**src/rtl/ctrl_pipe.sv**
```systemverilog
// ctrl_pipe: carries the ID control word through ID/EX, EX/MEM, MEM/WB with load-use stall, branch flush, memory freeze and EX forwarding
//   in : clk, rst (sync, active-high), id_ctrl, id_rs1, id_rs2, id_rd, id_valid, ex_branch_taken, mem_busy
//   out: ex_ctrl/ex_rd, mem_ctrl/mem_rd, wb_ctrl/wb_rd (registered stages)
//        stall_if_id, flush_if_id, fwd_a, fwd_b (combinational)
module ctrl_pipe #(
  parameter int REG_ADDR_WIDTH = 5,
  parameter int CTRL_WIDTH = 6
) (
  input  logic                      clk,
  input  logic                      rst,
  input  logic [CTRL_WIDTH-1:0]     id_ctrl,
  input  logic [REG_ADDR_WIDTH-1:0] id_rs1,
  input  logic [REG_ADDR_WIDTH-1:0] id_rs2,
  input  logic [REG_ADDR_WIDTH-1:0] id_rd,
  input  logic                      id_valid,
  input  logic                      ex_branch_taken,
  input  logic                      mem_busy,
  output logic [CTRL_WIDTH-1:0]     ex_ctrl,
  output logic [REG_ADDR_WIDTH-1:0] ex_rd,
  output logic [CTRL_WIDTH-1:0]     mem_ctrl,
  output logic [REG_ADDR_WIDTH-1:0] mem_rd,
  output logic [CTRL_WIDTH-1:0]     wb_ctrl,
  output logic [REG_ADDR_WIDTH-1:0] wb_rd,
  output logic                      stall_if_id,
  output logic                      flush_if_id,
  output logic [1:0]                fwd_a,
  output logic [1:0]                fwd_b
);
  localparam int REG_WRITE = 3;
  localparam int MEM_READ = 2;
  logic [CTRL_WIDTH-1:0] ex_ctrl_q, ex_ctrl_d, mem_ctrl_q, mem_ctrl_d, wb_ctrl_q, wb_ctrl_d;
  logic [REG_ADDR_WIDTH-1:0] ex_rd_q, ex_rd_d, ex_rs1_q, ex_rs1_d, ex_rs2_q, ex_rs2_d;
  logic [REG_ADDR_WIDTH-1:0] mem_rd_q, mem_rd_d, wb_rd_q, wb_rd_d;
  logic load_use, bubble;
  function automatic logic [1:0] fwd_sel(input logic [REG_ADDR_WIDTH-1:0] rs);
    if (mem_ctrl_q[REG_WRITE] && mem_rd_q != '0 && mem_rd_q == rs) return 2'b10;
    if (wb_ctrl_q[REG_WRITE] && wb_rd_q != '0 && wb_rd_q == rs) return 2'b01;
    return 2'b00;
  endfunction
  always_comb begin
    load_use = ex_ctrl_q[MEM_READ] & (ex_rd_q != '0) & id_valid & ((ex_rd_q == id_rs1) | (ex_rd_q == id_rs2));
    bubble = ex_branch_taken | load_use | ~id_valid;
    // a taken branch kills the ID instruction, so it must not also stall
    stall_if_id = mem_busy | (load_use & ~ex_branch_taken);
    flush_if_id = ex_branch_taken & ~mem_busy;
    fwd_a = fwd_sel(ex_rs1_q);
    fwd_b = fwd_sel(ex_rs2_q);
  end
  always_comb begin
    ex_ctrl_d = mem_busy ? ex_ctrl_q : bubble ? '0 : id_ctrl;
    ex_rd_d = mem_busy ? ex_rd_q : bubble ? '0 : id_rd;
    ex_rs1_d = mem_busy ? ex_rs1_q : bubble ? '0 : id_rs1;
    ex_rs2_d = mem_busy ? ex_rs2_q : bubble ? '0 : id_rs2;
    mem_ctrl_d = mem_busy ? mem_ctrl_q : ex_ctrl_q;
    mem_rd_d = mem_busy ? mem_rd_q : ex_rd_q;
    // while memory is busy WB sees bubbles so the held instruction retires once
    wb_ctrl_d = mem_busy ? '0 : mem_ctrl_q;
    wb_rd_d = mem_busy ? '0 : mem_rd_q;
  end
  always_ff @(posedge clk) begin
    if (rst) begin
      ex_ctrl_q <= '0;
      ex_rd_q <= '0;
      ex_rs1_q <= '0;
      ex_rs2_q <= '0;
      mem_ctrl_q <= '0;
      mem_rd_q <= '0;
      wb_ctrl_q <= '0;
      wb_rd_q <= '0;
    end else begin
      ex_ctrl_q <= ex_ctrl_d;
      ex_rd_q <= ex_rd_d;
      ex_rs1_q <= ex_rs1_d;
      ex_rs2_q <= ex_rs2_d;
      mem_ctrl_q <= mem_ctrl_d;
      mem_rd_q <= mem_rd_d;
      wb_ctrl_q <= wb_ctrl_d;
      wb_rd_q <= wb_rd_d;
    end
  end
  assign ex_ctrl = ex_ctrl_q;
  assign ex_rd = ex_rd_q;
  assign mem_ctrl = mem_ctrl_q;
  assign mem_rd = mem_rd_q;
  assign wb_ctrl = wb_ctrl_q;
  assign wb_rd = wb_rd_q;
endmodule

```
**config.mk**
```make
export PLATFORM = sky130hd
export DESIGN_NAME = ctrl_pipe
export DESIGN_NICKNAME = d
export VERILOG_FILES = /design/src/rtl/ctrl_pipe.sv
export SDC_FILE = /design/constraint.sdc
export NUM_CORES = 1
export LEC_CHECK = 0
export ABC_AREA = 0
export ABC_CLOCK_PERIOD_IN_PS = 3500
export CORE_AREA = 2 2 79 81
export CTS_BUF_LIST = sky130_fd_sc_hd__clkbuf_8
export DETAILED_ROUTE_END_ITERATION = 8
export DIE_AREA = 0 0 81 83
export SLEW_MARGIN = 5
export SYNTH_ARGS = -nofsm -noshare
export SYNTH_HDL_FRONTEND = slang
export SYNTH_SLANG_ARGS = --single-unit
```
**constraint.sdc**
```tcl
create_clock -name clk -period 3.5 [get_ports clk]
set_input_delay 0.525 -clock clk [delete_from_list [all_inputs] [get_ports clk]]
set_output_delay 0.525 -clock clk [all_outputs]
set_load 0.1 [all_outputs]
```
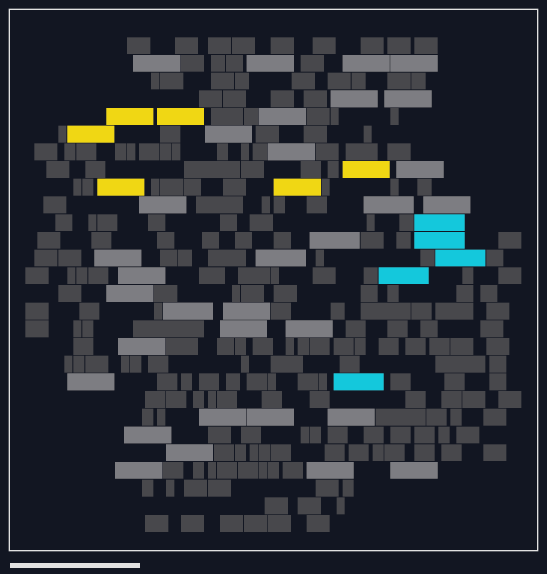
run_1/registers.png
The bar under the picture is 20 um long. Other sequential cells in the stronger grey, the rest of the logic in the fainter grey.
`ex_ctrl` -> yellow  # flops 6
`wb_rd` -> cyan  # flops 5, where middle right
not coloured = 32

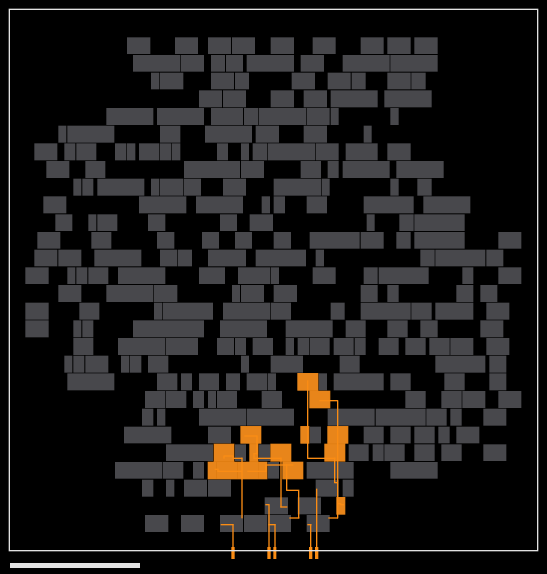
run_1/port_nets.png
The bar under the picture is 20 um long.
`id_rs1` -> orange  # bits 5, direction input, edge bottom, end cells 15, buffers 5, wire 128 um
count of buffers inserted at the top-level ports: 64
number of top-level design ports: 65

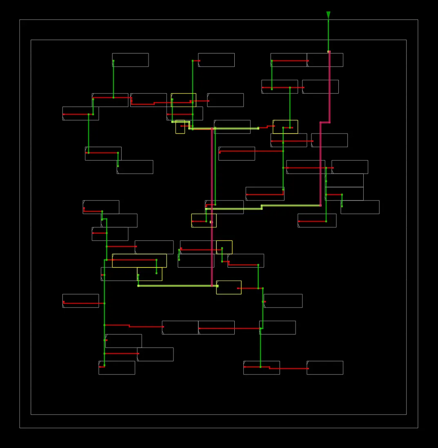
run_1/final_clocks.png
CTS Buf Count: 5
largest clock skew in the final design: 0.00605 ns
number of clock sinks: 43
flip-flop and latch count: 43

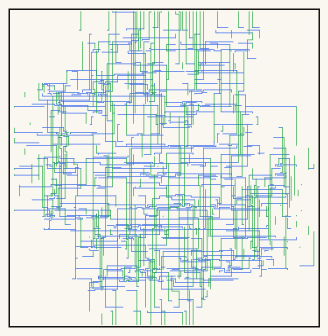
run_1/metal_stack.png
Only two layers are drawn.
met1 -> blue  # wire length 2470 um
met2 -> green  # wire length 2600 um
vias post-DR: 1748
post-detailed-routing wire length: 5380 um
final routed wire length divided by cell count: 15.4 um
Total GRT Usage: 16.7%

==> impl.org, run 1 <==
#+TITLE: Physical design notes

** Run status
- The run finished with clean final reports.

** STA
- Setup repair after global routing missed its margin :: false
- After layout, the minimum clock period comes to 2.69 ns.
- Summed over all failing endpoints, the final setup total negative slack is 0 ns.
- # setup viols final :: 0
- Smallest setup slack after layout :: 0.809 ns
- Checking max transition, the worst relative margin is 34.0%.
- In the finished design, the share of the clock period the worst path needs comes to 76.9%.
- Hold-check failures listed in the final report amount to 0.

** Synthesis
- Fraction of synthesized cell area in xor and xnor cells :: 13.3%
- Post-Synth Adder-Cell Area :: 0%
- Synthesis inferred 43 register bits.
- Synth cell types :: 26
- The synthesized netlist devotes 16.8% of its cell area to compound gates.
- Yosys reports a chip area of 1980 um^2.
- Total standard cell area after synthesis :: 1980 um^2
- AND/OR/NAND/NOR Cells, Area Fraction :: 17.1%
- The synthesis run identifies the leading combinational cell family as simple AND/OR/NAND/NOR gates.
- Post-synthesis cell count :: 209
- Post-synthesis mux area share :: 5.56%
- Syn avg cell area :: 9.48 um^2
- Mapped Nets :: 235

** Worst setup path
- Worst Reg2Reg Path Length in Cells :: 5
- Kind of critical path :: reg2out
- For the worst reg-to-reg path, the endpoint reported by OpenROAD is ex_rs1_q[3]$_SDFFE_PP0N_.
- Per STA, the worst path is made up of or4_1 -> o21ai_1 -> nor4_4 -> nor3_4 -> buf_4.
- The critical path's slowest stage uses the library cell sky130_fd_sc_hd__or4_1.
- At the worst endpoint, the arrival time is 2.17 ns.
- The worst setup path is captured at an output pin.
- Reg-to-Reg Start :: ex_rd[1]$_SDFFE_PP0N_

** Pwr
- The leakage component of the power was reported as 1.08 nW.

** Routing
- DR iter-0 viols :: 95
- In the routed layout, each cell is associated on average with a via count of 5.01.

** Die
- Floorplan Core Area :: 5820 um^2
- Row cnt :: 28
- The die is 83 um tall.
- Pre-Place Util :: 34.1%
- Die footprint :: 6720 um^2

** Layout
- Per the final layout report, the fraction of cells sized above drive strength 1 comes to 14.2%.
- Leaving out fill and tap cells, the most frequent cell in the layout is sky130_fd_sc_hd__clkdlybuf4s50_1.
- Comb. cell area :: 1090 um^2
- Ranking logic cells in the layout by count gives the top entries sky130_fd_sc_hd__clkdlybuf4s50_1, sky130_fd_sc_hd__dfxtp_1, sky130_fd_sc_hd__nand2_1, sky130_fd_sc_hd__a32oi_1, sky130_fd_sc_hd__xnor2_1.
- Number of filler cells placed in the layout :: 572

** Clock tree
- Post-CTS timing repair inserted 0 buffers for setup.
- In this run the clock root is driven by a sky130_fd_sc_hd__clkbuf_8.
- Count of H-tree levels built during CTS :: 2
- For this design, the CTS-stage hold fixing added 0 buffers.
- Worst-path clk slew :: 0.08 ns

** GRT
- Maximum number of pins on one net before global-route repair :: 25
- The via count of the first global-routing pass is 1636.
- Per the GRT congestion report, total overflow comes to 0.
- Global-route wire length before repair :: 8750 um

** Placement
- For this run the detailed placement stage logged an HPWL of 3970 um.
- At the placement stage, the worst setup path has a slack of 1.07 ns.

** Job
- Total tool warning count :: 26

** Min path
- HP Class :: reg2reg
- For hold timing, the worst endpoint is wb_ctrl[0]$_SDFF_PP0_.
run 1: layer usage:
metal,up-vias,wire length (um),track usage (%)
li1,874,-,-
met5,-,0,0
met1,820,2470,22.2
met3,5,249,3.04
met4,0,65,4.62
met2,49,2600,27.5
run 1: where the power goes:
group,switching [mW],internal (mW)
clock network,0.171,0.212
logic,0.144,0.0825
registers,0.0227,0.505
run 1: through the flow:
stage	cell area, um^2	util [%]	power, mW	std cells
2_1_floorplan	2040	-	0.687	209
3_3_place_gp	2750	47.2	0.765	341
3_5_place_dp	2750	47.2	0.766	341
4_1_cts	2860	49.2	1.15	349
5_1_grt	2860	49.2	1.19	349
6_report	2860	49.2	1.14	349
run 1: worst max-delay path: cells and delay by family (launching register included):
family	cells	cell delay, ns
AND/OR/NAND/NOR	3	0.83
buffers and inverters	1	0.31
AND-OR/OR-AND	1	0.37
flip-flops	1	0.36
run 1: sequential cells by signal (all words and copies together), names as in the netlist:
signal / flops
ex_rs2_q: 5
ex_ctrl: 6
ex_rs1_q: 5
wb_rd: 5
mem_rd: 5
wb_ctrl: 6
ex_rd: 5
mem_ctrl: 6
run 1: cell type report:
cell class	count	share of cell area [%]
Clock buffer	5	2.41
Clock inverter	3	1.53
Multi-Input combinational cell	152	38.2
Sequential cell	43	30.5
Tap cell	75	3.28
Timing Repair Buffer	71	24.1
run 1: worst max path at each step:
stage,start,endpoint,slack [ns],cells past startpoint
2_1_floorplan,mem_rd[0]$_SDFFE_PP0N_,fwd_a[0],0.001,3
3_3_place_gp,id_rs1[4],stall_if_id,1.07,6
3_5_place_dp,id_rs1[0],stall_if_id,1.07,6
4_1_cts,mem_rd[1]$_SDFFE_PP0N_,fwd_a[0],0.78,5
5_1_grt,mem_rd[1]$_SDFFE_PP0N_,fwd_a[0],0.71,5
6_report,mem_rd[1]$_SDFFE_PP0N_,fwd_a[0],0.81,5
run 1: cells in the mapped netlist:
cell                       instances  area (um^2)
sky130_fd_sc_hd__nor2_1           12         45.0
sky130_fd_sc_hd__nand2_1          23         86.3
sky130_fd_sc_hd__nor3_1            2         10.0
sky130_fd_sc_hd__nor3b_1           1         7.51
sky130_fd_sc_hd__or4_1             3         22.5
sky130_fd_sc_hd__xnor2_1          18          158
sky130_fd_sc_hd__o21ai_4           1         16.3
sky130_fd_sc_hd__nor4_1            2         12.5
sky130_fd_sc_hd__dfxtp_1          43          861
sky130_fd_sc_hd__o21ai_0          17         85.1
sky130_fd_sc_hd__mux2i_1          11          110
sky130_fd_sc_hd__buf_6             2         22.5
sky130_fd_sc_hd__nor4b_4           1         23.8
sky130_fd_sc_hd__o21ai_1           5         25.0
sky130_fd_sc_hd__nand3_1           5         25.0
sky130_fd_sc_hd__nor2b_1           2         12.5
sky130_fd_sc_hd__or4_4             1         11.3
sky130_fd_sc_hd__clkbuf_1          5         18.8
sky130_fd_sc_hd__and2_1           11         68.8
sky130_fd_sc_hd__o21ai_2           1         8.76
sky130_fd_sc_hd__a32oi_1          21          184
sky130_fd_sc_hd__nor4_2            1         12.5
sky130_fd_sc_hd__xor2_1           12          105
sky130_fd_sc_hd__o22ai_1           1         6.26
sky130_fd_sc_hd__buf_2             7         35.0
sky130_fd_sc_hd__a21o_1            1         7.51
## Run 2: what changed since run 1
--- a/config.mk
+++ b/config.mk
@@ -6,7 +6,7 @@
 export NUM_CORES = 1
 export LEC_CHECK = 0
 export ABC_AREA = 0
-export ABC_CLOCK_PERIOD_IN_PS = 3500
+export ABC_CLOCK_PERIOD_IN_PS = 2400
 export CORE_AREA = 2 2 79 81
 export CTS_BUF_LIST = sky130_fd_sc_hd__clkbuf_8
 export DETAILED_ROUTE_END_ITERATION = 8
==> constraint.sdc (replaced) <==
create_clock -name clk -period 2.4 [get_ports clk]
set_input_delay 0.36 -clock clk [delete_from_list [all_inputs] [get_ports clk]]
set_output_delay 0.36 -clock clk [all_outputs]
set_load 0.1 [all_outputs]
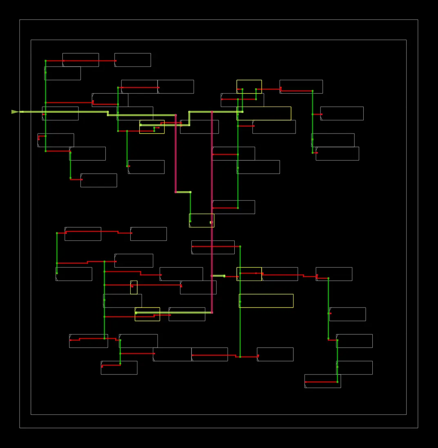
run_2/final_clocks.png
clock network power: 661 uW
largest clock skew in the final design: 0.0116 ns
clock insertion delay at the later pin of the skew report: 0.30 ns
Layout clock buffers: 5

==> impl.org, run 2 <==
#+TITLE: Physical design notes

** Placement
- The number of buffers inserted by port buffering is 64 (unchanged).
- The number of cells after detailed placement is 341 (unchanged).
- Post-DP Area :: 2800 um^2 (+2.0%)
- Total half-perimeter wirelength after legalization and detailed placement :: 3990 um (+0.51%)

** Worst setup path
- The buffer and inverter count on the worst path was 1 (unchanged).
- Kind of critical path :: reg2out
- The number of cells traversed by the worst register-to-register path was 5 (unchanged).
- Cell type of the slowest stage on the worst timing path :: sky130_fd_sc_hd__or4_4
- Family with the most delay on the worst path :: simple AND/OR/NAND/NOR gates
- Arrival time worst endpoint :: 1.93 ns (-0.24 ns)
- For the worst reg-to-reg path, the endpoint reported by OpenROAD is ex_rd[1]$_SDFFE_PP0N_.
- For the worst reg-to-reg path, the startpoint reported by OpenROAD is ex_rd[2]$_SDFFE_PP0N_.

** Synthesis
- Ranked by total cell area, the synthesized netlist is headed by sky130_fd_sc_hd__dfxtp_1, sky130_fd_sc_hd__a32oi_1, sky130_fd_sc_hd__xnor2_1.
- In the synthesized netlist, the cells that appear most often are sky130_fd_sc_hd__dfxtp_1, sky130_fd_sc_hd__nand2_1, sky130_fd_sc_hd__a32oi_1.
- Ys flops :: 43 (unchanged)
- In the synthesized netlist the dominant register cell turns out to be sky130_fd_sc_hd__dfxtp_1.
- The top-area cell type share of the netlist area is 43.5% (unchanged).
- The synthesized netlist net count was 235 (unchanged).
- Total standard cell area after synthesis :: 1980 um^2 (unchanged)
- Async set-reset flop share out of synthesis :: 0% (unchanged)
- The yosys-reported design area after synthesis is 1980 um^2 (unchanged).

** GRT
- Global-route wire length before repair :: 8940 um (+2.1%)
- Maximum number of pins on one net before global-route repair :: 43 (+72%)

** Routing
- DR iter-0 viols :: 74 (-22%)
- Met2 wire length :: 2490 um (-4.2%)
- Post-detailed-routing wire length :: 5480 um (+1.8%)
- Signal routing reaches up to met4.
- The average routed wire per standard cell is 15.7 um (+1.8%).
- The sum of routed wire segments on met1 is 2590 um (+4.9%).
- Detailed-routed wire length on met3 :: 342 um (+37%)

** Pwr
- The power after layout was 1.75 mW (+54%).

** Run status
- The run finished with clean final reports.

** Clock tree
- The cts-stage hold buffer count was 0 (unchanged).
- The number of buffers added by the clock tree synthesis step is 5 (unchanged).
- Count of H-tree levels built during CTS :: 2 (unchanged)
- The CTS clock-pin slew for the worst setup and hold paths came to 0.08 ns (about the same).
- Post-CTS Repair Setup Buffers :: 0 (unchanged)

** Job
- Total tool warning count :: 27 (+3.8%)

** Die
- Number of top-level design ports :: 65 (unchanged)
- The total die size is 6720 um^2 (unchanged).
- The standard cell core area is 5820 um^2 (unchanged).
- The number of cell rows is 28 (unchanged).
- Die height :: 83 um (unchanged)
- The floorplan utilization is 34.1% (unchanged).

** Layout
- Post-Route Utilization :: 50.5% (+1.3 points)
- The post-route standard cell area excluding fillers was 2940 um^2 (+2.6%).
- Per the cell usage report, the commonest logic cell in the layout is sky130_fd_sc_hd__buf_4.
- Non-filler cells, final :: 349 (unchanged)

** STA
- The worst path needs 2.29 ns of the cycle, external delays included.
- The final tally of hold violations is 0 (unchanged).
- # setup viols final :: 0 (unchanged)

** Min path
- In the hold report, the worst path ends at wb_ctrl[1]$_SDFF_PP0_.
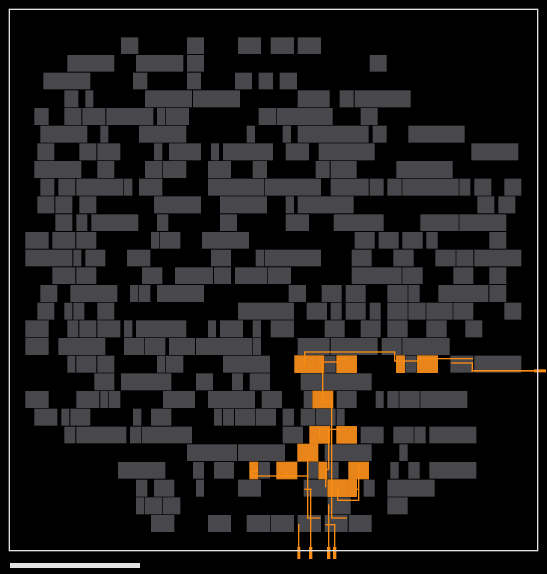
run_2/port_nets.png
The bar under the picture is 20 um long.
`id_rs1` -> orange  # bits 5, direction input, edge 4 bottom, 1 right, end cells 15, buffers 5, wire 149 um

==> run 2: cell count changes in the layout (fill, tap and decap cells not counted), moves of 2 or more <==
cell / before / now
sky130_fd_sc_hd__buf_4: 13 / 39
sky130_fd_sc_hd__dfxtp_2: 9 / 6
sky130_fd_sc_hd__clkdlybuf4s50_1: 57 / 25
sky130_fd_sc_hd__or4_4: 1 / 3
sky130_fd_sc_hd__or4_1: 3 / 1
sky130_fd_sc_hd__buf_12: 1 / 7
sky130_fd_sc_hd__dfxtp_1: 34 / 26
sky130_fd_sc_hd__dfxtp_4: 0 / 11
==> run 2: cell type report <==
type,instances,area (um^2),area share [%]
Multi-Input combinational cell,152,1120,38.0
Sequential cell,43,910,31.0
Timing Repair Buffer,71,683,23.3
Tap cell,75,93.8,3.20
Clock buffer,5,68.8,2.34
Clock inverter,3,63.8,2.17
==> run 2: through the flow <==
| stage | setup slack, ns | setup TNS [ns] |
|---|---|---|
| global route | 0.0358 | 0 |
| global placement | 0.311 | 0 |
| detailed placement | 0.274 | 0 |
| floorplan | -0.375 | -0.739 |
| finish | 0.107 | 0 |
| CTS | 0.0765 | 0 |
==> run 2: kinds of logic after synthesis <==
family          Yosys count  synth area share, %
compound gates           47                 16.8
xor+xnor                 30                 13.3
buf+inv                  14                 3.85
flops                    43                 43.5
mux                      11                 5.56
simple gates             64                 17.1
==> run 2: worst max path at each step <==
stage | cells after the start | start | to
4_1_cts | 5 | mem_rd[1]$_SDFFE_PP0N_ | fwd_a[0]
3_3_place_gp | 6 | id_rs1[0] | stall_if_id
2_1_floorplan | 4 | mem_rd[1]$_SDFFE_PP0N_ | fwd_b[0]
5_1_grt | 5 | mem_rd[1]$_SDFFE_PP0N_ | fwd_a[0]
3_5_place_dp | 6 | id_rs1[4] | stall_if_id
6_report | 5 | mem_rd[1]$_SDFFE_PP0N_ | fwd_a[0]
==> run 2: where the power goes <==
group	leakage, nW	switching (mW)	internal (mW)
registers	0.360	0.0332	0.726
logic	0.747	0.213	0.121
clock network	0.0695	0.249	0.412
==> run 2: worst reg2reg max path, delay by kind of cell, from the launching register on <==
kind	cells	cell delay [ns]
simple gates	1	0.54
compound gates	3	0.39
flops	1	0.38
buf+inv	1	0.27
==> run 2: routing by layer <==
| metal | up-vias | track usage [%] |
|---|---|---|
| met5 | - | 0 |
| met4 | 0 | 4.16 |
| met3 | 6 | 5.11 |
| met2 | 54 | 25.5 |
| met1 | 836 | 24.0 |
| li1 | 877 | - |
No activity file was given, so power comes from the tool's default toggle rates.
